--- config.mk ---
export PLATFORM = sky130hd
export DESIGN_NAME = elastic_pipe_reg
export DESIGN_NICKNAME = d
export VERILOG_FILES = /design/src/rtl/pipe_pkg.sv /design/src/rtl/sat_counter.sv /design/src/rtl/elastic_pipe_reg.sv
export SDC_FILE = /design/constraint.sdc
export NUM_CORES = 1
export LEC_CHECK = 0
export CORE_MARGIN = 5
export CORE_UTILIZATION = 51
export DETAILED_ROUTE_END_ITERATION = 10
export PLACE_DENSITY = 0.78
export SYNTH_ARGS = -nofsm -noshare
export SYNTH_HDL_FRONTEND = slang
export SYNTH_SLANG_ARGS = --single-unit
--- constraint.sdc ---
create_clock -name clk -period 2.6 [get_ports clk]
set_input_delay 0.39 -clock clk [delete_from_list [all_inputs] [get_ports clk]]
set_output_delay 0.39 -clock clk [all_outputs]
set_load 0.05 [all_outputs]
--- src/rtl/pipe_pkg.sv ---
// Shared types and defaults for the elastic pipeline register.
// Holds the occupancy state encoding and the bubble (nop) constant.
package pipe_pkg;

    typedef enum logic [1:0] {
        EMPTY = 2'd0,
        ONE   = 2'd1,
        TWO   = 2'd2
    } state_t;

    localparam int NUM_CH_DEF = 5;
    localparam int DW_DEF     = 32;
    localparam int CNT_W_DEF  = 16;

    // Bubble payload bit; a bubble is this bit replicated (all-zero nop).
    localparam logic BUBBLE = 1'b0;

endpackage

--- src/rtl/sat_counter.sv ---
// Saturating up-counter with asynchronous active-low reset.
// Counts pulses on inc and sticks at the all-ones value.
module sat_counter #(
    parameter int WIDTH = 16
) (
    input  logic             clk,
    input  logic             rst_n,
    input  logic             inc,
    output logic [WIDTH-1:0] count
);

    localparam logic [WIDTH-1:0] ONE_STEP = {{(WIDTH-1){1'b0}}, 1'b1};

    // Advance on inc unless already at the ceiling.
    always_ff @(posedge clk or negedge rst_n) begin
        if (!rst_n) begin
            count <= '0;
        end else if (inc && (count != '1)) begin
            count <= count + ONE_STEP;
        end
    end

endmodule

--- src/rtl/elastic_pipe_reg.sv ---
// Two-entry skid-buffer pipeline register with flush, halt and a
// saturating counter of bubbles handed to a ready downstream stage.
module elastic_pipe_reg
    import pipe_pkg::*;
#(
    parameter int NUM_CH = NUM_CH_DEF,
    parameter int DW     = DW_DEF,
    parameter int CNT_W  = CNT_W_DEF
) (
    input  logic                 clk,
    input  logic                 reset,
    input  logic                 halt,
    input  logic                 flush,
    input  logic                 s_valid,
    output logic                 s_ready,
    input  logic [NUM_CH*DW-1:0] s_data,
    output logic                 m_valid,
    input  logic                 m_ready,
    output logic [NUM_CH*DW-1:0] m_data,
    output logic [1:0]           occupancy,
    output logic [CNT_W-1:0]     bubble_cnt
);

    localparam int PW = NUM_CH * DW;

    state_t          state_q;
    logic [PW-1:0]   main_q;
    logic [PW-1:0]   skid_q;
    logic            acc;
    logic            xfer;
    logic            bubble_inc;

    // Ready depends only on state and halt; held low while in reset.
    assign s_ready    = (state_q != TWO) && !halt && reset;
    assign m_valid    = (state_q != EMPTY);
    assign m_data     = m_valid ? main_q : {PW{BUBBLE}};
    assign occupancy  = state_q;
    assign acc        = s_valid && s_ready;
    assign xfer       = m_valid && m_ready;
    assign bubble_inc = m_ready && !m_valid;

    // Occupancy FSM and payload registers; flush beats accept/transfer.
    always_ff @(posedge clk or negedge reset) begin
        if (!reset) begin
            state_q <= EMPTY;
            main_q  <= '0;
            skid_q  <= '0;
        end else if (flush) begin
            state_q <= EMPTY;
        end else begin
            case (state_q)
                EMPTY: begin
                    if (acc) begin
                        main_q  <= s_data;
                        state_q <= ONE;
                    end
                end
                ONE: begin
                    if (acc && xfer) begin
                        main_q <= s_data;
                    end else if (acc) begin
                        skid_q  <= s_data;
                        state_q <= TWO;
                    end else if (xfer) begin
                        state_q <= EMPTY;
                    end
                end
                TWO: begin
                    if (xfer) begin
                        main_q  <= skid_q;
                        state_q <= ONE;
                    end
                end
                default: state_q <= EMPTY;
            endcase
        end
    end

    sat_counter #(
        .WIDTH (CNT_W)
    ) u_bubble_cnt (
        .clk   (clk),
        .rst_n (reset),
        .inc   (bubble_inc),
        .count (bubble_cnt)
    );

endmodule

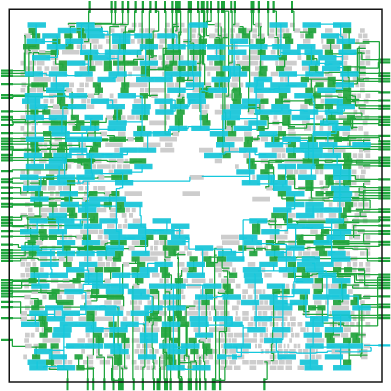
*Port wiring, run 1*
(2 px per um)
| colour | port | bits | direction | edge | end cells | buffers | wire |
|---|---|---|---|---|---|---|---|
| cyan | reset | 1 | input | right | 341 | 5 | 2610 um |
| green | s_data | 160 | input | 51 right, 50 left, 32 top, 27 bottom | 320 | 160 | 7100 um |

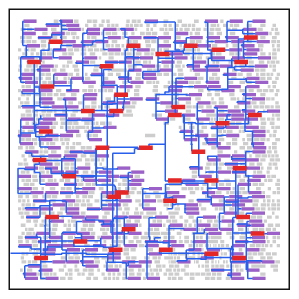
*Clock wires, drivers and flops, run 1*
(1.5 px per um)
[purple] flip-flops | count: 338
[red] clock-net drivers | count: 39
[blue] clock wires | length: 4130 um
flops lie: all over the die
routed clock nets: 40

==> results_slide.txt, run 1 <==
Synthesis and Place & Route Summary

Outcome
  – Outcome: complete, no violations

Finish
  – Share of cells above drive strength 1: 41.7%
  – Post-layout nets: 1634
  – Syn-to-layout area delta: 31.1%
  – Comb. cell area: 6970 um^2
  – Top cells excl fill/tap: mux2_2, dfrtp_1, clkdlybuf4s50_1, buf_4, and2_1
  – Most common cell after layout, fill and taps aside: mux2_2
  – Final Util: 67.6%

Logic synthesis
  – Cell Area, Synth: 15700 um^2
  – Most frequent cells after synthesis: mux2_2, dfrtp_1, and2_1, mux2_1, clkbuf_1
  – Count leader, synth: mux2_2
  – Post-synthesis sequential area ratio: 53.7%
  – Post-synth EDFFs: 0
  – Main synth FF type: dfrtp_1
  – # Cells Yosys: 1127
  – Syn Area/Cell: 14.0 um^2
  – Post-synth ARST share: 100%
  – Yosys stat chip area: 15700 um^2
  – Cell taking the most area after synthesis: dfrtp_1
  – Synth top area share: 53.7%
  – YS warnings: 0

Global route
  – Met3 usage: 7.66%
  – First-pass GRT wire length: 58800 um
  – Largest net degree at the start of global routing: 156
  – Met1 usage: 27.8%
  – Total track usage: 21.2%
  – Initial antenna violation count: 9
  – Remaining global-route overflow: 0

Clock tree
  – Clk slew on worst S/H paths: 0.06 ns
  – Max clock buf depth: 3
  – Root Buffer: clkbuf_16
  – TritonCTS Buffers: 39
  – Cts hold-fix bufs: 1
  – Clock sinks: 338
  – Post-CTS Setup Repair Bufs: 0
  – CTS tree: built
  – Post-cts sizing count: 0

Placement
  – IO buf count: 345
  – Gpl congestion: 0.794
  – Pre-CTS WS: 0.0233 ns

Die
  – # rows: 64
  – Die area: 34500 um^2
  – Io pins: 346
  – Core Region: 30500 um^2
  – Die Height: 186 um
  – Chip width: 186 um

Route
  – Met3 wire length: 3620 um
  – DRT iter0 DRCs: 402
  – Via count: 10.1k
  – 1st-pass router iterations: 4
  – ANT nets after route: 0
  – Detail Route met2 WL: 17100 um
  – Top Layer Used: met5
  – Wire per inst: 19.5 um
  – DR DRC count: 0
  – Wl on met1: 15300 um

Hold path
  – Hold endpoint: main_q[89]
  – Min-Delay Path Depth: 1
  – Worst Hold Class: reg2reg
  – Min-delay src: main_q[89]

Power
  – Int Pwr: 0.0108 W
  – PwrDens: 713 nW/um^2
  – Clock share of power: 36.5%
  – Cell leakage power: 9.52 nW
  – Sw Ratio: 26.8%
  – Sequential power share: 45.2%
  – Gate power share: 18.2%
  – VDD IR max: 0.000461 V

Setup path
  – CP endpoint: m_data[70]
  – Reg2reg start: occupancy[1]
  – CP top delay family: buffers and inverters
  – Critical-path cell list: nor2_1, clkinv_2, buf_12, and2_1, buf_4
  – Required time of the critical path: 2.21 ns
  – Crit. End Element: output port
  – Crit path kind: reg2out
  – WP depth: 5
  – Worst Path Buf+Inv: 3
  – Crit path from: occupancy[0]
  – Reg2reg path depth: 6

Final timing
  – Tmin final: 2.45 ns
  – RSZ-0062 raised after global routing: no
  – Highest clock rate: 408 MHz
  – Setup violators final: 0
  – Worst-margin pin slew: 0.823 ns
  – Fin Setup TNS: 0 ns

Run
  – Tool Warnings: 32
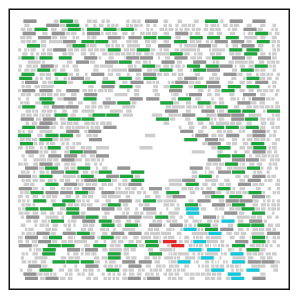
*Sequential cells coloured by netlist name, run 1*
(1.5 px per um) Other sequential cells in the stronger grey, the rest of the logic in the fainter grey.
| colour | name in the netlist | sequential cells |
|---|---|---|
| green | main_q | 160 |
| red | occupancy | 2 |
| cyan | u_bubble_cnt.count | 16 |

==> run 1: power groups by stage <==
stage                     clock network, W  registers, W  logic [W]
after global routing               0.00572       0.00677    0.00290
after detailed placement                 0       0.00674    0.00271
after global placement                   0       0.00668    0.00264
after floorplan                          0       0.00673    0.00159
final                              0.00537       0.00665    0.00268
after CTS                          0.00550       0.00666    0.00273
==> run 1: through the flow <==
stage / area, um^2 / power (W) / cells / hold WS (ns)
floorplan: 15700 / 0.00832 / 1127 / 0.0944
global placement: 19300 / 0.00932 / 1821 / 0.460
detailed placement: 19300 / 0.00945 / 1821 / 0.467
CTS: 20600 / 0.0149 / 1892 / 0.480
global route: 20600 / 0.0154 / 1896 / 0.487
finish: 20600 / 0.0147 / 1898 / 0.475
==> run 1: flip-flops by register name, summed over array words and instances, names as in the netlist <==
register,cells
main_q,160
occupancy,2
skid_q,160
u_bubble_cnt.count,16
==> run 1: kinds of logic (layout without fill, tap and decap cells) <==
| family | after synthesis | count (layout) | share of synthesized area, % |
|---|---|---|---|
| buffers and inverters | 74 | 443 | 2.15 |
| XOR/XNOR | 10 | 10 | 0.557 |
| multiplexers | 482 | 482 | 34.5 |
| AND/OR/NAND/NOR | 204 | 204 | 8.16 |
| other | 0 | 6 | 0 |
| AND-OR/OR-AND | 18 | 18 | 0.843 |
| flip-flops | 338 | 338 | 53.7 |
| adder cells (fa/ha/maj) | 1 | 1 | 0.0795 |
==> run 1: area by class of cell <==
class                      instances  area share, %
sequential                       338           41.0
multi-input combinational        715           33.8
timing repair buffer             371           16.6
clock buffer                      57           5.46
tap                              396           2.40
clock inverter                    13          0.679
antenna                            6         0.0728
inverter                           2         0.0424
==> run 2, diff against run 1 <==
GPL_TIMING_DRIVEN = 0   (was unset)
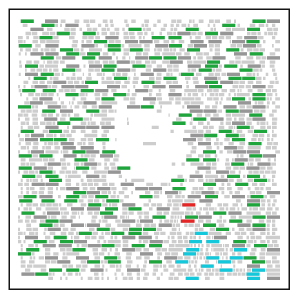
*Sequential cells coloured by netlist name, run 2*
(1.5 px per um) Other sequential cells in the stronger grey, the rest of the logic in the fainter grey.
| colour | name in the netlist | sequential cells |
|---|---|---|
| red | occupancy | 2 |
| green | main_q | 160 |
| cyan | u_bubble_cnt.count | 16 |

==> run 2 against run 1 <==
Setup slack got worse by 0.082 ns. Via count grew 1.6%. Register-to-register slack worse by 0.24 ns. Critical path depth up 3. Non-clock buffer count is 61 higher. Routed wire length grew 7.4%. Combinational power grew 1%. Highest routed layer unchanged.
==> results_slide.txt, run 2 <==
Synthesis and Place & Route Summary

Placement
  – Gpl congestion: 0.791 (was 0.794)
  – IO buf count: 345 (unchanged)
  – Post-DP HPWL: 28000 um (was 24800 um)

Power
  – Int Pwr: 0.0106 W (was 0.0108 W)
  – Main power group: registers (unchanged)
  – P_sw: 0.00393 W (was 0.00394 W)
  – Gate power share: 18.8% (was 18.2%)
  – Sequential power share: 45.7% (was 45.2%)
  – Power Sequential: 0.00663 W (was 0.00665 W)
  – PwrDens: 700 nW/um^2 (was 713 nW/um^2)
  – Clock share of power: 35.5% (was 36.5%)
  – Sw Ratio: 27.1% (was 26.8%)
  – Cell leakage power: 9.69 nW (was 9.52 nW)
  – Logic power comb: 0.00272 W (was 0.00268 W)
  – Clock group: 0.00515 W (was 0.00537 W)
  – VDD IR max: 0.000438 V (was 0.000461 V)

Setup path
  – Worst path slowest cell: dfrtp_1 (was dfrtp_2)
  – Critical-path cell list: buf_6, nor2_4, clkinvlp_4, buf_12, clkbuf_16, clkbuf_4, and2_1, buf_2 (was nor2_1, clkinv_2, buf_12, and2_1, buf_4)
  – Setup crit start kind: flip-flop (unchanged)
  – Max Fanout on Critical Path: 10 (was 87)
  – Crit path from: occupancy[0] (unchanged)
  – Required time of the critical path: 2.21 ns (about the same)
  – Flop-to-flop setup slack: 0.20 ns (was 0.44 ns)
  – Crit path kind: reg2out (unchanged)
  – Crit. End Element: output port (unchanged)
  – Slowest Stage Delay on Critical Path: 0.40 ns (was 0.49 ns)
  – Reg2reg start: occupancy[0] (was occupancy[1])
  – CP arrival: 2.14 ns (was 2.06 ns)

Logic synthesis
  – Post-synth ARST share: 100% (unchanged)
  – # Cells Yosys: 1127 (unchanged)
  – Post-synth EDFFs: 0 (unchanged)
  – FA/HA/MAJ Cells, Area Fraction: 0.0795% (unchanged)
  – Cell Area, Synth: 15700 um^2 (unchanged)
  – Count leader, synth: mux2_2 (unchanged)
  – Area fraction in mux cells: 34.5% (unchanged)
  – YS warnings: 0 (unchanged)
  – Synth top area share: 53.7% (unchanged)
  – Most frequent cells after synthesis: mux2_2, dfrtp_1, and2_1, mux2_1, clkbuf_1 (unchanged)
  – Post-synthesis sequential area ratio: 53.7% (unchanged)
  – Yosys simple share: 8.16% (unchanged)
  – Main logic family: multiplexers (unchanged)
  – Top cells by area: dfrtp_1, mux2_2, mux2_1, and2_1, clkbuf_1 (unchanged)
  – Main synth FF type: dfrtp_1 (unchanged)
  – Floorplan net count: 1294 (unchanged)
  – Xor and xnor area share after synthesis: 0.556% (unchanged)
  – Synth flops: 338 (unchanged)
  – Synth Area in Compound Gates: 0.843% (unchanged)
  – Cell taking the most area after synthesis: dfrtp_1 (unchanged)
  – Syn Inst Count: 1127 (unchanged)
  – Syn Area/Cell: 14.0 um^2 (unchanged)
  – Yosys stat chip area: 15700 um^2 (unchanged)
  – Synth cell types: 35 (unchanged)

Final timing
  – Skew final: 0.00626 ns (was 0.0119 ns)
  – Slew margin rel.: 52.4% (was 45.1%)
  – Highest clock rate: 395 MHz (was 408 MHz)
  – Final Hold Fails: 0 (unchanged)
  – Setup violators final: 0 (unchanged)
  – Slew Limit Fails: 0 (unchanged)
  – Tmin final: 2.53 ns (was 2.45 ns)
  – Fin crit share: 97.4% (was 94.2%)
  – Fin Setup TNS: 0 ns (unchanged)
  – WHS: 0.474 ns (was 0.475 ns)
  – Worst-margin pin slew: 0.714 ns (was 0.823 ns)

Hold path
  – Worst Hold Class: reg2reg (unchanged)
  – Min-delay src: main_q[41] (was main_q[89])

Die
  – Floorplan Utilization: 51.6% (unchanged)
  – # rows: 64 (unchanged)
  – Die area: 34500 um^2 (unchanged)
  – Chip width: 186 um (unchanged)
  – Die Height: 186 um (unchanged)
  – Core Region: 30500 um^2 (unchanged)
  – Io pins: 346 (unchanged)

Global route
  – Remaining global-route overflow: 0 (unchanged)
  – Vias in the first global route: 11.3k (was 10.9k)
  – Initial antenna violation count: 6 (was 9)
  – Largest net degree at the start of global routing: 118 (was 156)
  – First-pass GRT wire length: 62600 um (was 58800 um)
  – Total track usage: 23.0% (was 21.2%)

Finish
  – Post-layout nets: 1693 (was 1634)
  – Register Area: 8460 um^2 (unchanged)
  – Top cells excl fill/tap: mux2_2, dfrtp_1, clkdlybuf4s50_1, and2_1, mux2_1 (was mux2_2, dfrtp_1, clkdlybuf4s50_1, buf_4, and2_1)
  – Comb. cell area: 6960 um^2 (was 6970 um^2)
  – Share of cells above drive strength 1: 42.5% (was 41.7%)
  – Final Util: 67.8% (was 67.6%)
  – Biggest regs: main_q: 160 flops, skid_q: 160 flops, u_bubble_cnt.count: 16 flops (unchanged)
  – Most common cell after layout, fill and taps aside: mux2_2 (unchanged)
  – Syn-to-layout area delta: 31.5% (was 31.1%)
  – Filler cells: 2260 (was 2205)

Route
  – DR DRC count: 0 (unchanged)
  – Routed WL: 39700 um (was 37000 um)
  – 1st-pass router iterations: 6 (was 4)
  – Wire per inst: 20.4 um (was 19.5 um)
  – DRT iter0 DRCs: 381 (was 402)
  – ANT nets after route: 0 (unchanged)
  – Via count: 10.2k (was 10.1k)
  – Vias/cell: 5.26 (was 5.31)

Clock tree
  – Max clock buf depth: 3 (unchanged)
  – Root Buffer: clkbuf_16 (unchanged)
  – Clk slew on worst S/H paths: 0.06 ns (about the same)
  – Clock sinks: 338 (unchanged)
  – Late-Pin Clk Latency: 0.51 ns (about the same)
  – TritonCTS Buffers: 37 (was 39)
  – H-tree levels: 2 (unchanged)
  – CTS tree: built (unchanged)

Outcome
  – Outcome: complete, no violations (unchanged)

Run
  – Max cap viols: 0 (unchanged)
  – Tool Warnings: 30 (was 32)
[run 2: cell counts after synthesis]
Identical to the previous run, type by type.
[run 2: cell type report]
cell class	instances	area share (%)
well taps	396	2.39
multi-input cells	715	33.6
clock inverters	7	0.308
plain buffers	71	2.00
inverters	2	0.0544
diodes	1	0.0121
repair buffers	361	15.3
flip-flops and latches	338	40.9
clock buffers	57	5.48
[run 2: per-layer routing]
layer | routed length, um | up-vias | GRT usage (%)
met3 | 3600 | 58 | 7.64
met5 | 88 | - | 0
met1 | 16300 | 5125 | 29.1
li1 | - | 4752 | -
met2 | 19100 | 294 | 39.0
met4 | 683 | 12 | 4.75
[run 2: final timing paths]
| path | endpoint | cells past startpoint |
|---|---|---|
| hold reg to reg | main_q[41] | 1 |
| min in group asynchronous | skid_q[125] | 3 |
| setup reg to reg | main_q[92] | 6 |
| hold / removal | main_q[41] | 1 |
| setup / recovery | m_data[136] | 8 |
| max in group asynchronous | main_q[73] | 4 |
[run 2: repair_timing]
item,in CTS,in global routing
pin swaps,0,2
gates cloned,1,0
hold buffers,6,0
setup endpoints to repair,300,208
resized,894,76
endpoints found under the hold margin,60,0
buffers inserted,2,4
[run 2: worst max-delay path: cells and delay by family, from the launching register on]
kind / cells / cell delay [ns]
buffers and inverters: 6 / 0.95
and+or+nand+nor: 2 / 0.28
DFF: 1 / 0.40
[run 2: through the flow]
stage / total power [W] / area [um^2] / std cells / setup slack [ns]
floorplan: 0.00832 / 15700 / 1127 / 0.0291
global placement: 0.00937 / 19700 / 1868 / -13.85
detailed placement: 0.00948 / 19800 / 1871 / -1.16
CTS: 0.0146 / 20600 / 1943 / -0.00373
global route: 0.0152 / 20700 / 1947 / -0.0239
finish: 0.0145 / 20700 / 1948 / 0.0686
==> run 3, diff against run 2 <==
SETUP_SLACK_MARGIN = 0.2   (was unset)
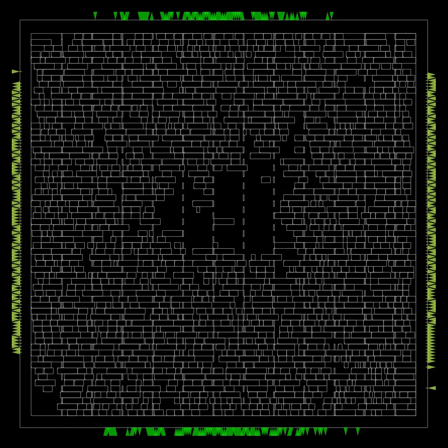
*Placed standard cells, run 3*
Final Util: 70.3%
n_taps: 396
Final Non-Filler Cells: 1954
Filler cells: 2139
Core Region: 30500 um^2

==> run 3 against run 2 <==
Clock power is 5.2% lower. Count of clock-buffer cells in the layout decreased by 1. Global-route usage fell by 0.12 points. Critical path depth fell by 2. Via count increased by 1.0%. Non-clock buffer count grew 7. Synthesized cell count unchanged. Hold slack worse by 0.46 ns. Area after synthesis stayed put. Maximum frequency up 4.9%.
==> results_slide.txt, run 3 <==
Synthesis and Place & Route Summary

Outcome
  – Outcome: complete, no violations (unchanged)

Setup path
  – WP depth: 6 (was 8)
  – Worst Path Buf+Inv: 4 (was 6)
  – Crit path kind: reg2out (unchanged)
  – Max Fanout on Critical Path: 10 (unchanged)
  – Slowest Stage Delay on Critical Path: 0.46 ns (was 0.40 ns)
  – CP arrival: 2.02 ns (was 2.14 ns)
  – Required time of the critical path: 2.21 ns (about the same)
  – Reg2reg path depth: 7 (was 6)
  – Critical Path Most Common Cell: buf_6
  – Setup crit start kind: flip-flop (unchanged)
  – Flop-to-flop setup slack: 0.28 ns (was 0.20 ns)
  – Worst path slowest cell: dfrtp_2 (was dfrtp_1)
  – Critical-path cell list: nor2b_1, buf_4, buf_6, buf_6, nor3b_4, buf_6 (was buf_6, nor2_4, clkinvlp_4, buf_12, clkbuf_16, clkbuf_4, and2_1, buf_2)
  – Crit. End Element: output port (unchanged)
  – CP top delay family: buffers and inverters (unchanged)

Route
  – Routed WL: 39800 um (was 39700 um)
  – Vias/cell: 5.29 (was 5.26)
  – Met3 wire length: 3390 um (was 3600 um)
  – ANT nets after route: 0 (unchanged)
  – 1st-pass router iterations: 4 (was 6)
  – DRT iter0 DRCs: 380 (was 381)
  – Wl on met1: 16300 um (about the same)
  – Detail Route met2 WL: 19100 um (about the same)
  – DR DRC count: 0 (unchanged)
  – Via count: 10.3k (was 10.2k)
  – Wire per inst: 20.3 um (was 20.4 um)
  – Top Layer Used: met5 (unchanged)

Final timing
  – Fin Setup TNS: 0 ns (unchanged)
  – Slew margin rel.: 57.3% (was 52.4%)
  – Fin crit share: 92.8% (was 97.4%)
  – Setup WS post-layout: 0.186 ns (was 0.0686 ns)
  – RSZ-0062 raised after global routing: yes
  – Final Hold Fails: 0 (unchanged)
  – Tmin final: 2.41 ns (was 2.53 ns)
  – Skew final: 0.0165 ns (was 0.00626 ns)
  – Setup violators final: 0 (unchanged)
  – Highest clock rate: 414 MHz (was 395 MHz)
  – Slew Limit Fails: 0 (unchanged)
  – Worst-margin pin slew: 0.641 ns (was 0.714 ns)

Logic synthesis
  – Post-synthesis sequential area ratio: 53.7% (unchanged)
  – YS warnings: 0 (unchanged)
  – Syn Area/Cell: 14.0 um^2 (unchanged)
  – Main logic family: multiplexers (unchanged)
  – Floorplan net count: 1294 (unchanged)
  – Synth Area in Compound Gates: 0.843% (unchanged)
  – Most frequent cells after synthesis: mux2_2, dfrtp_1, and2_1, mux2_1, clkbuf_1 (unchanged)
  – Yosys stat chip area: 15700 um^2 (unchanged)
  – Count leader, synth: mux2_2 (unchanged)
  – FA/HA/MAJ Cells, Area Fraction: 0.0795% (unchanged)
  – Syn Inst Count: 1127 (unchanged)
  – Post-synth ARST share: 100% (unchanged)
  – Main synth FF type: dfrtp_1 (unchanged)
  – Cell Area, Synth: 15700 um^2 (unchanged)
  – Xor and xnor area share after synthesis: 0.556% (unchanged)
  – Synth flops: 338 (unchanged)
  – Top cells by area: dfrtp_1, mux2_2, mux2_1, and2_1, clkbuf_1 (unchanged)
  – # Cells Yosys: 1127 (unchanged)
  – Yosys simple share: 8.16% (unchanged)
  – Area fraction in mux cells: 34.5% (unchanged)
  – Cell taking the most area after synthesis: dfrtp_1 (unchanged)
  – Post-synth EDFFs: 0 (unchanged)
  – Synth cell types: 35 (unchanged)
  – Synth top area share: 53.7% (unchanged)

Power
  – Power Sequential: 0.00666 W (was 0.00663 W)
  – Clock share of power: 33.9% (was 35.5%)
  – Logic power comb: 0.00287 W (was 0.00272 W)
  – Gate power share: 19.9% (was 18.8%)
  – Clock group: 0.00488 W (was 0.00515 W)
  – Int Pwr: 0.0105 W (was 0.0106 W)
  – Cell leakage power: 9.86 nW (was 9.69 nW)
  – Main power group: registers (unchanged)
  – Total power: 0.0144 W (was 0.0145 W)
  – Sequential power share: 46.2% (was 45.7%)
  – P_sw: 0.00393 W (about the same)
  – VDD IR max: 0.000467 V (was 0.000438 V)
  – Sw Ratio: 27.3% (was 27.1%)
  – PwrDens: 672 nW/um^2 (was 700 nW/um^2)

Finish
  – Register Area: 8460 um^2 (unchanged)
  – Syn-to-layout area delta: 36.3% (was 31.5%)
  – Biggest regs: main_q: 160 flops, skid_q: 160 flops, u_bubble_cnt.count: 16 flops (unchanged)
  – Most common cell after layout, fill and taps aside: mux2_2 (unchanged)
  – Comb. cell area: 7000 um^2 (was 6960 um^2)
  – Fin area: 21400 um^2 (was 20700 um^2)
  – Post-layout nets: 1700 (was 1693)
  – Share of cells above drive strength 1: 44.0% (was 42.5%)
  – Top cells excl fill/tap: mux2_2, dfrtp_1, clkdlybuf4s50_1, and2_1, mux2_1 (unchanged)

Placement
  – Gpl congestion: 0.769 (was 0.791)
  – Pre-CTS WS: -1.15 ns (was -1.16 ns)
  – IO buf count: 345 (unchanged)
  – Post-DP HPWL: 27500 um (was 28000 um)
  – Cell Area, Placed: 19800 um^2 (about the same)

Die
  – # rows: 64 (unchanged)
  – Chip width: 186 um (unchanged)
  – Die area: 34500 um^2 (unchanged)
  – Die Height: 186 um (unchanged)
  – Io pins: 346 (unchanged)
  – Floorplan Utilization: 51.6% (unchanged)

Clock tree
  – Root Buffer: clkbuf_16 (unchanged)
  – Clk slew on worst S/H paths: 0.06 ns (about the same)
  – CTS tree: built (unchanged)
  – Clock sinks: 338 (unchanged)
  – Max clock buf depth: 3 (unchanged)
  – TritonCTS Buffers: 37 (unchanged)
  – H-tree levels: 2 (unchanged)
  – Late-Pin Clk Latency: 0.51 ns (about the same)

Global route
  – Vias in the first global route: 11.2k (was 11.3k)
  – First-pass GRT wire length: 62400 um (was 62600 um)
  – Largest net degree at the start of global routing: 113 (was 118)
  – Initial antenna violation count: 6 (unchanged)
  – Total track usage: 22.9% (was 23.0%)
  – Remaining global-route overflow: 0 (unchanged)

Run
  – Tool Warnings: 31 (was 30)
  – Max cap viols: 0 (unchanged)

Hold path
  – Worst Hold Class: in2async (was reg2reg)
-- run 3: logic make-up after synthesis --
group | after synthesis
mux | 482
flops | 338
simple gates | 204
buf+inv | 74
compound gates | 18
xor+xnor | 10
fa+ha+maj | 1
-- run 3: final cells by class --
type | instances | area share (%)
antenna | 2 | 0.0233
buffer | 72 | 2.57
clock buffer | 56 | 5.07
clock inverter | 6 | 0.140
inverter | 2 | 0.0525
multi-input combinational | 715 | 32.6
sequential | 338 | 39.4
tap | 396 | 2.31
timing repair buffer | 367 | 17.7
-- run 3: worst min-delay path, stage by stage --
cell    delay, ns
buf_16       0.11
buf_16       0.12
buf_16       0.25
-- run 3: repair_timing --
item	4_1_cts	5_1_grt
hold buffers	7	0
resized	1059	148
gates cloned	2	2
buffers inserted	4	5
endpoints found under the setup margin	482	302
endpoints found under the hold margin	112	0
pin swaps	2	1
-- run 3: path summary, 6_finish.rpt --
path | startpoint | end
max | occupancy[1] | s_ready
min | reset | skid_q[83]
max reg2reg | occupancy[1] | main_q[121]
min reg2reg | main_q[88] | main_q[88]
max in group asynchronous | reset | main_q[23]
min in group clk | main_q[88] | main_q[88]
-- run 3: per-layer routing --
metal  up-vias  track usage (%)
met1      5223             28.7
met2       264             38.1
met5         -                0
li1       4776                -
met3        72             8.13
met4         8             5.74
-- run 3: metrics by stage --
stage | cells | hold slack [ns]
2_1_floorplan | 1127 | 0.0944
3_3_place_gp | 1868 | 0.461
3_5_place_dp | 1870 | 0.466
4_1_cts | 1945 | 0.00472
5_1_grt | 1954 | 0.0150
6_report | 1954 | 0.0105
No activity file was given, so power comes from the tool's default toggle rates.
